[src/rtl/fpu_pkg.sv]
// Shared FPU definitions: normalizer FSM encoding and the default single-precision format constants.
package fpu_pkg;

  typedef enum logic [1:0] {
    IDLE = 2'd0,
    NORM = 2'd1,
    DONE = 2'd2
  } norm_state_t;

  localparam int FP_EXP_WIDTH  = 8;
  localparam int FP_MANT_WIDTH = 23;

  localparam logic [FP_EXP_WIDTH-1:0] EXP_MAX  = '1;
  localparam logic [FP_EXP_WIDTH-1:0] EXP_BIAS = FP_EXP_WIDTH'(127);

  // Bit positions inside the raw significand sum {carry, hidden, fraction}.
  localparam int CARRY_BIT  = FP_MANT_WIDTH + 1;
  localparam int HIDDEN_BIT = FP_MANT_WIDTH;

endpackage

[src/rtl/fp_post_normalizer_if.sv]
// Handshake bundle between the adder core, the post-normalizer and the rounding stage.
interface fp_post_normalizer_if #(
  parameter int EXP_WIDTH  = 8,
  parameter int MANT_WIDTH = 23
);

  logic                  in_valid;
  logic                  in_ready;
  logic [MANT_WIDTH+1:0] in_mant;
  logic [EXP_WIDTH-1:0]  in_exp;
  logic                  in_sign;

  logic                  out_valid;
  logic                  out_ready;
  logic [MANT_WIDTH-1:0] out_mant;
  logic [EXP_WIDTH-1:0]  out_exp;
  logic                  out_sign;
  logic                  out_sticky;
  logic                  out_overflow;
  logic                  out_zero;

  modport master (
    output in_valid, in_mant, in_exp, in_sign, out_ready,
    input  in_ready, out_valid, out_mant, out_exp, out_sign,
           out_sticky, out_overflow, out_zero
  );

  modport slave (
    input  in_valid, in_mant, in_exp, in_sign, out_ready,
    output in_ready, out_valid, out_mant, out_exp, out_sign,
           out_sticky, out_overflow, out_zero
  );

endinterface

[src/rtl/fp_lzc.sv]
// Parameterized leading-zero counter; used by fp_post_normalizer only when FPU_NORM_FAST_EN is defined.
module fp_lzc #(
  parameter int WIDTH = 24,
  parameter int CW    = $clog2(WIDTH + 1)
) (
  input  logic [WIDTH-1:0] value,
  output logic [CW-1:0]    count
);

  // Scanning upward lets the most significant set bit have the final say.
  always_comb begin
    count = CW'(WIDTH);
    for (int i = 0; i < WIDTH; i++) begin
      if (value[i]) begin
        count = CW'(WIDTH - 1 - i);
      end
    end
  end

endmodule

[src/rtl/fp_post_normalizer.sv]
// FPU adder post-normalization: shifts the raw sum to normal/denormal form and fixes the exponent.
// Define FPU_NORM_FAST_EN for a single-cycle LZC-based shift instead of one bit per cycle.
module fp_post_normalizer
  import fpu_pkg::*;
#(
  parameter int EXP_WIDTH  = FP_EXP_WIDTH,
  parameter int MANT_WIDTH = FP_MANT_WIDTH
) (
  input logic                clk,
  input logic                rst,
  fp_post_normalizer_if.slave bus
);

  localparam int SIG_W      = MANT_WIDTH + 2;
  localparam int CARRY_IDX  = MANT_WIDTH + 1;
  localparam int HIDDEN_IDX = MANT_WIDTH;
  localparam logic [EXP_WIDTH-1:0] EXP_ONES = '1;
  localparam logic [EXP_WIDTH-1:0] EXP_ONE  = EXP_WIDTH'(1);

  norm_state_t          state_q, state_d;
  logic [SIG_W-1:0]     mant_q, mant_d;
  logic [EXP_WIDTH-1:0] exp_q, exp_d;
  logic                 sign_q, sign_d;
  logic                 sticky_q, sticky_d;
  logic                 overflow_q, overflow_d;
  logic                 zero_q, zero_d;
  logic [EXP_WIDTH-1:0] exp_inc;

  assign exp_inc = exp_q + 1'b1;

`ifdef FPU_NORM_FAST_EN
  localparam int LZ_W = $clog2(MANT_WIDTH + 2);

  logic [LZ_W-1:0]           lz;
  logic [EXP_WIDTH+LZ_W-1:0] lz_ext, room_ext, shamt;

  fp_lzc #(
    .WIDTH (MANT_WIDTH + 1),
    .CW    (LZ_W)
  ) u_lzc (
    .value (mant_q[MANT_WIDTH:0]),
    .count (lz)
  );

  // The exponent can only give up exp-1 positions before the value becomes denormal.
  assign lz_ext   = {{EXP_WIDTH{1'b0}}, lz};
  assign room_ext = {{LZ_W{1'b0}}, exp_q - 1'b1};
  assign shamt    = (lz_ext > room_ext) ? room_ext : lz_ext;
`endif

  always_comb begin
    state_d    = state_q;
    mant_d     = mant_q;
    exp_d      = exp_q;
    sign_d     = sign_q;
    sticky_d   = sticky_q;
    overflow_d = overflow_q;
    zero_d     = zero_q;

    case (state_q)
      IDLE: begin
        if (bus.in_valid) begin
          mant_d     = bus.in_mant;
          exp_d      = bus.in_exp;
          sign_d     = bus.in_sign;
          sticky_d   = 1'b0;
          overflow_d = 1'b0;
          zero_d     = 1'b0;
          state_d    = NORM;
        end
      end

      NORM: begin
        if (mant_q == '0) begin
          exp_d   = '0;
          zero_d  = 1'b1;
          state_d = DONE;
        end else if (mant_q[CARRY_IDX]) begin
          mant_d   = mant_q >> 1;
          sticky_d = sticky_q | mant_q[0];
          exp_d    = exp_inc;
          if (exp_inc == EXP_ONES) begin
            mant_d     = '0;
            overflow_d = 1'b1;
          end
          state_d = DONE;
        end else if (mant_q[HIDDEN_IDX] || (exp_q == '0)) begin
          state_d = DONE;
`ifdef FPU_NORM_FAST_EN
        end else begin
          mant_d  = mant_q << shamt;
          exp_d   = (lz_ext > room_ext) ? '0 : (exp_q - lz_ext[EXP_WIDTH-1:0]);
          state_d = DONE;
        end
`else
        end else if (exp_q == EXP_ONE) begin
          exp_d   = '0;
          state_d = DONE;
        end else begin
          mant_d = mant_q << 1;
          exp_d  = exp_q - 1'b1;
        end
`endif
      end

      DONE: begin
        if (bus.out_ready) begin
          state_d = IDLE;
        end
      end

      default: state_d = IDLE;
    endcase
  end

  always_ff @(posedge clk or posedge rst) begin
    if (rst) begin
      state_q    <= IDLE;
      mant_q     <= '0;
      exp_q      <= '0;
      sign_q     <= 1'b0;
      sticky_q   <= 1'b0;
      overflow_q <= 1'b0;
      zero_q     <= 1'b0;
    end else begin
      state_q    <= state_d;
      mant_q     <= mant_d;
      exp_q      <= exp_d;
      sign_q     <= sign_d;
      sticky_q   <= sticky_d;
      overflow_q <= overflow_d;
      zero_q     <= zero_d;
    end
  end

  assign bus.in_ready     = (state_q == IDLE);
  assign bus.out_valid    = (state_q == DONE);
  assign bus.out_mant     = mant_q[MANT_WIDTH-1:0];
  assign bus.out_exp      = exp_q;
  assign bus.out_sign     = sign_q;
  assign bus.out_sticky   = sticky_q;
  assign bus.out_overflow = overflow_q;
  assign bus.out_zero     = zero_q;

endmodule

[src/flat_wrapper.sv]
// flat-port wrapper written by rule: the top's interface ports become plain ports
module fp_post_normalizer_flat import fpu_pkg::*;
#(
  parameter int EXP_WIDTH  = FP_EXP_WIDTH,
  parameter int MANT_WIDTH = FP_MANT_WIDTH
)
  (clk, rst, bus_in_valid, bus_in_mant, bus_in_exp, bus_in_sign, bus_out_ready, bus_in_ready, bus_out_valid, bus_out_mant, bus_out_exp, bus_out_sign, bus_out_sticky, bus_out_overflow, bus_out_zero);
  fp_post_normalizer_if #(.EXP_WIDTH(EXP_WIDTH), .MANT_WIDTH(MANT_WIDTH)) bus_i ();
  input logic clk;
  input logic rst;
  input wire logic [$bits(bus_i.in_valid)-1:0] bus_in_valid;
  input wire logic [$bits(bus_i.in_mant)-1:0] bus_in_mant;
  input wire logic [$bits(bus_i.in_exp)-1:0] bus_in_exp;
  input wire logic [$bits(bus_i.in_sign)-1:0] bus_in_sign;
  input wire logic [$bits(bus_i.out_ready)-1:0] bus_out_ready;
  output wire logic [$bits(bus_i.in_ready)-1:0] bus_in_ready;
  output wire logic [$bits(bus_i.out_valid)-1:0] bus_out_valid;
  output wire logic [$bits(bus_i.out_mant)-1:0] bus_out_mant;
  output wire logic [$bits(bus_i.out_exp)-1:0] bus_out_exp;
  output wire logic [$bits(bus_i.out_sign)-1:0] bus_out_sign;
  output wire logic [$bits(bus_i.out_sticky)-1:0] bus_out_sticky;
  output wire logic [$bits(bus_i.out_overflow)-1:0] bus_out_overflow;
  output wire logic [$bits(bus_i.out_zero)-1:0] bus_out_zero;
  assign bus_i.in_valid = bus_in_valid;
  assign bus_i.in_mant = bus_in_mant;
  assign bus_i.in_exp = bus_in_exp;
  assign bus_i.in_sign = bus_in_sign;
  assign bus_i.out_ready = bus_out_ready;
  assign bus_in_ready = bus_i.in_ready;
  assign bus_out_valid = bus_i.out_valid;
  assign bus_out_mant = bus_i.out_mant;
  assign bus_out_exp = bus_i.out_exp;
  assign bus_out_sign = bus_i.out_sign;
  assign bus_out_sticky = bus_i.out_sticky;
  assign bus_out_overflow = bus_i.out_overflow;
  assign bus_out_zero = bus_i.out_zero;
  fp_post_normalizer #(.EXP_WIDTH(EXP_WIDTH), .MANT_WIDTH(MANT_WIDTH)) u_core (.clk(clk), .rst(rst), .bus(bus_i));
endmodule
[config.mk]
export PLATFORM = sky130hd
export DESIGN_NAME = fp_post_normalizer_flat
export DESIGN_NICKNAME = d
export VERILOG_FILES = /design/src/rtl/fpu_pkg.sv /design/src/rtl/fp_post_normalizer_if.sv /design/src/rtl/fp_lzc.sv /design/src/rtl/fp_post_normalizer.sv /design/src/flat_wrapper.sv
export SDC_FILE = /design/constraint.sdc
export NUM_CORES = 1
export LEC_CHECK = 0
export CAP_MARGIN = 20
export CORE_MARGIN = 5
export CORE_UTILIZATION = 32
export DETAILED_ROUTE_END_ITERATION = 10
export SLEW_MARGIN = 40
export SYNTH_ARGS = -nofsm -noshare
export SYNTH_HDL_FRONTEND = slang
export SYNTH_SLANG_ARGS = --single-unit
[constraint.sdc]
create_clock -name clk -period 3.5 [get_ports clk]
set_clock_uncertainty 0.05 [all_clocks]
set_input_delay 0.7 -clock clk [delete_from_list [all_inputs] [get_ports clk]]
set_output_delay 0.7 -clock clk [all_outputs]
set_load 0.02 [all_outputs]
==> qor.txt, run 1 <==
Status = finished clean
Placed Cells = 512
GRT Resource Usage Total = 0.156
Worst-path cell chain = inv_1, ha_1, or2_1, a31oi_1, nor3_1, a21o_2, a211oi_1, o22ai_1
WL met2 = 3980 um
Max Freq = 380 MHz
Met3 usage = 0.0341
Final instance area = 3590 sq um
Top area cell types = dfrtp_1 (34%), nor2_1 (8.1%), a211oi_1 (7.1%)
Wire per inst = 16.6 um
Worst Reg-to-Reg Cells = 8
Detailed Routing Iterations Pass 1 = 4
Critical Path End = u_core.mant_q[22]
Met1 Resource Use GR = 0.224
R2R Path End = u_core.mant_q[22]
Setup bufs post-CTS = 0
Main synth FF type = dfrtp_1
Late-Pin Clk Latency = 0.29 ns
Non-clk buf share = 0.223
Non-clk bufs = 82
Met3 routed WL = 488 um
MUX share of area = 0.00748
Biggest Area Class = multi-input combinational cells
Wire length on met1 = 4100 um
Comb area leader = AND-OR/OR-AND gates
Crit. path cell count = 8
Die area = 10900 sq um
Min-delay src = u_core.bus.out_zero
Hold-fix buffers, CTS = 0
Comb power frac = 0.609
Pre-CTS setup slack = 0.917 ns
Synth top cells by count = nor2_1 (61), dfrtp_1 (39), nand2_1 (38)
Number of fill cells = 904
Cell type with the largest total area = dfrtp_1
Clock network contribution to total cell area = 0.0338
Post-Synthesis Cells = 372
Syn_area_per_cell = 7.65 sq um
Vias = 2908
Fin. Hold Viols = 0
CP max stage cell = dfrtp_1
Largest net degree at the start of global routing = 52
Yosys top cell area share = 0.343
Tool warnings = 29
Power, Total = 3.74 mW
Comb area = 1520 sq um
Synthesis-to-layout area growth = 26.3%
# Cells Yosys = 372
Dpl hpwl = 5880 um
Hold WS = 0.452 ns
Seq share, synth = 0.343
Width of the die = 104 um
EDFF count, synth = 0
Final period util = 0.751
Static Leak = 1.33 nW
Reg-to-Reg Start = u_core.bus.out_exp[0]
Comb gates = 272
Placer Congestion = 0.854
Hold path depth = 2
Number of remaining DRC errors = 0
Hold Path End = u_core.bus.out_zero
Setup crit start kind = flop
CTS tree = done
Crit path launch = u_core.bus.out_exp[0]
Max Used Layer = met4
Crit path max fanout = 22
Max stage delay on crit path = 0.57 ns
Registers = 39
Initial drt markers = 209
Total clock sinks = 39
TritonCTS Buffers = 5
Hold WC Path Type = flop to flop
Syn. warnings = 0
Vias/cell = 5.59
Max-cap check violation count = 0
Power share of the sequential group = 0.281
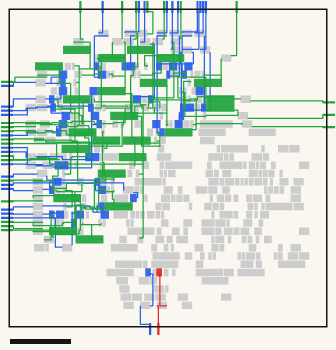
**Above:** run 1 (wires at chosen ports, followed through buffers).
Bar = 20 um.
colour	port	direction	edge	end cells	buffers	wire
red	bus_out_ready	input	bottom	1	1	20.9 um
green	bus_out_mant	output	13 left, 7 top, 3 right	23	23	1460 um
blue	bus_in_mant	input	14 left, 10 top, 1 bottom	47	25	739 um
port bufs: 74
I/O pins: 75

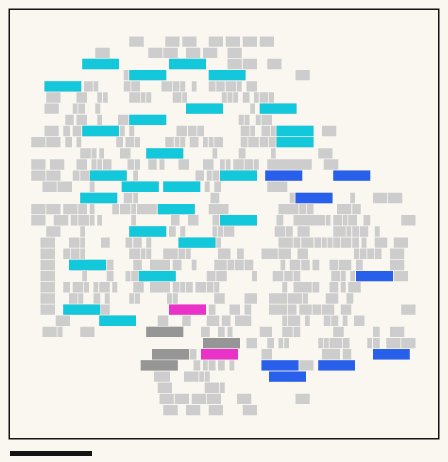
**Above:** run 1 (where the registers sit).
Bar = 20 um. Other sequential cells in the stronger grey, the rest of the logic in the fainter grey.
colour	signal	flops
magenta	u_core.state_q	2
cyan	u_core.mant_q	25
blue	u_core.bus.out_exp	8
not coloured	4
flop share of the area: 0.272
Flop area: 976 sq um
seq pwr: 1.05 mW
final core utilization: 0.414

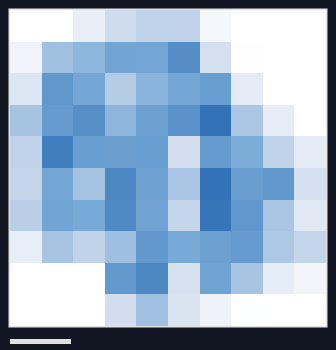
**Above:** run 1 (placement density heat map).
Bar = 20 um. The die is cut into 10 by 10 equal tiles; white is low, dark blue is high, 0 to 100% covered.
fullest tile	73%
nearly empty tiles	20%
densest ninth of the die	middle
mean over tiles	32%
emptiest ninth of the die	top right
Core ar.: 8680 sq um
fp util: 0.328

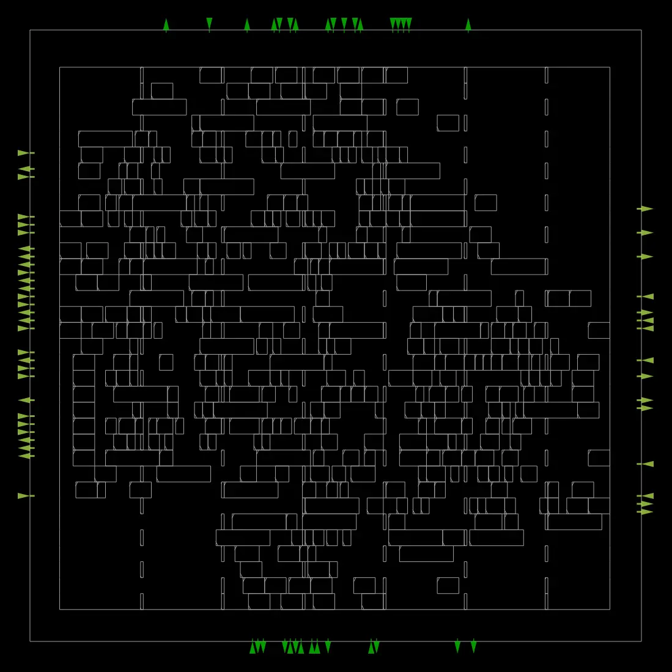
**Above:** run 1 (cell outlines without signal wires).
Tapcell Cnt: 108
row count: 34
Non-Filler Instances: 520

==> run 2, diff against run 1 <==
==> constraint.sdc (replaced) <==
create_clock -name clk -period 2.6 [get_ports clk]
set_clock_uncertainty 0.05 [all_clocks]
set_input_delay 0.52 -clock clk [delete_from_list [all_inputs] [get_ports clk]]
set_output_delay 0.52 -clock clk [all_outputs]
set_load 0.02 [all_outputs]
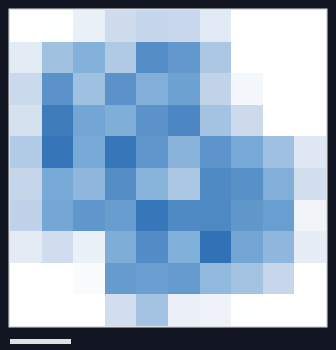
**Above:** run 2 (placement density heat map).
Bar = 20 um. The die is cut into 10 by 10 equal tiles; white is low, dark blue is high, 0 to 100% covered.
nearly empty tiles	21%
emptiest ninth of the die	top right
fullest tile	74%
final core utilization: 0.422

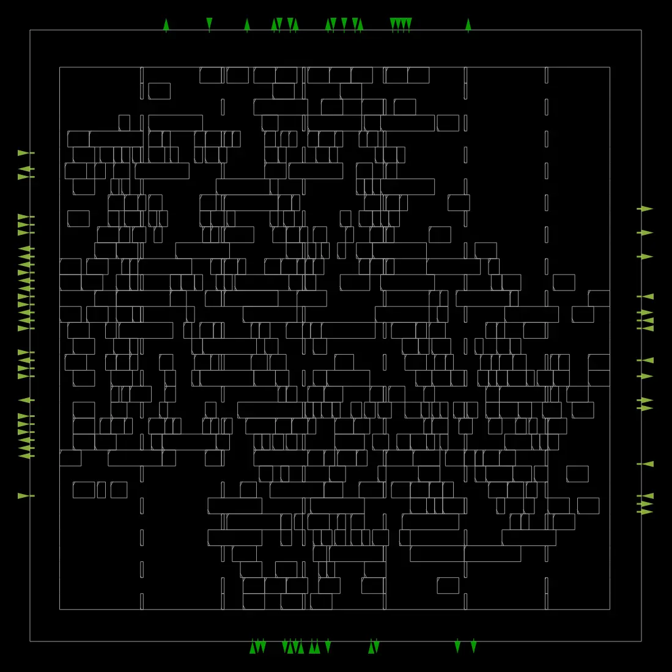
**Above:** run 2 (cell outlines without signal wires).
flop share of the area: 0.267
registers: 39
number of fill cells: 931
Non-Filler Instances: 529

==> run 2 against run 1 <==
  * Critical path depth stayed put
  * First-iteration DRC count is 13% lower
  * Area after synthesis stayed put
  * Power is 37% higher
  * Via count is 0.79% higher
  * Register-to-register slack worse by 0.62 ns
  * Critical path type unchanged
  * Highest routed layer unchanged
==> qor.txt, run 2 <==
Status = finished clean
Crit path launch = u_core.bus.out_exp[1]
Hold WS = 0.443 ns
Comb area = 1520 sq um
Non-clk bufs = 91
Yosys top cell area share = 0.343
Max stage delay on crit path = 0.46 ns
Width of the die = 104 um
Comb gates = 272
CTS tree = done
Comb power frac = 0.629
Detailed Routing Iterations Pass 1 = 4
Tool warnings = 29
Vias/cell = 5.54
Hold path depth = 2
CP max stage cell = dfrtp_2
# Cells Yosys = 372
Max-cap check violation count = 0
Setup crit start kind = flop
Fin. Hold Viols = 0
Setup bufs post-CTS = 0
Late-Pin Clk Latency = 0.30 ns
Hold-fix buffers, CTS = 0
TritonCTS Buffers = 5
Pins Over Slew Limit = 0
Critical Path End = u_core.mant_q[15]
WL met2 = 4020 um
Top area cell types = dfrtp_1 (34%), nor2_1 (8.1%), a211oi_1 (7.1%)
Initial drt markers = 182
Met3 usage = 0.0354
Largest net degree at the start of global routing = 52
Static Leak = 1.37 nW
Fp util = 0.328
Comb area leader = AND-OR/OR-AND gates
Cell type with the largest total area = dfrtp_1
I/O pins = 75
Worst Reg-to-Reg Cells = 8
Placer Congestion = 0.825
Main synth FF type = dfrtp_1
Switching Fraction = 0.493
Placed Cells = 521
Pre-CTS setup slack = 0.171 ns
Simple share = 0.220
Number of remaining DRC errors = 0
Hold Path End = u_core.bus.out_zero
Reg-to-Reg Start = u_core.bus.out_exp[1]
Met3 routed WL = 608 um
Vias = 2931
Clock network contribution to total cell area = 0.0307
GRT Resource Usage Total = 0.152
Max Used Layer = met4
Biggest Area Class = multi-input combinational cells
Registers, synthesis = 39
Synthesis-to-layout area growth = 28.9%
Worst-path cell chain = inv_1, ha_1, or2_1, a31oi_1, nor3_1, a21o_2, a211oi_1, o22ai_1
Seq pwr = 1.38 mW
Post-Synthesis Cells = 372
Crit path max fanout = 22
Seq share, synth = 0.343
Port bufs = 74
Dpl hpwl = 6080 um
Crit. path cell count = 8
Final period util = 0.904
Flop area = 978 sq um
Hold WC Path Type = flop to flop
Non-clk buf share = 0.240
Wire per inst = 16.3 um
Clk pwr = 0.518 mW
EDFF count, synth = 0
Root buffer cell = clkbuf_8
Met1 Resource Use GR = 0.209
Core ar. = 8680 sq um
Buf/Inv on CP = 1
Wire length on met1 = 3880 um
Synth top cells by count = nor2_1 (61), dfrtp_1 (39), nand2_1 (38)
Row count = 34
Syn. warnings = 0
Switching pwr = 2.52 mW
Final instance area = 3660 sq um
Power and IR drop assume default switching activity.
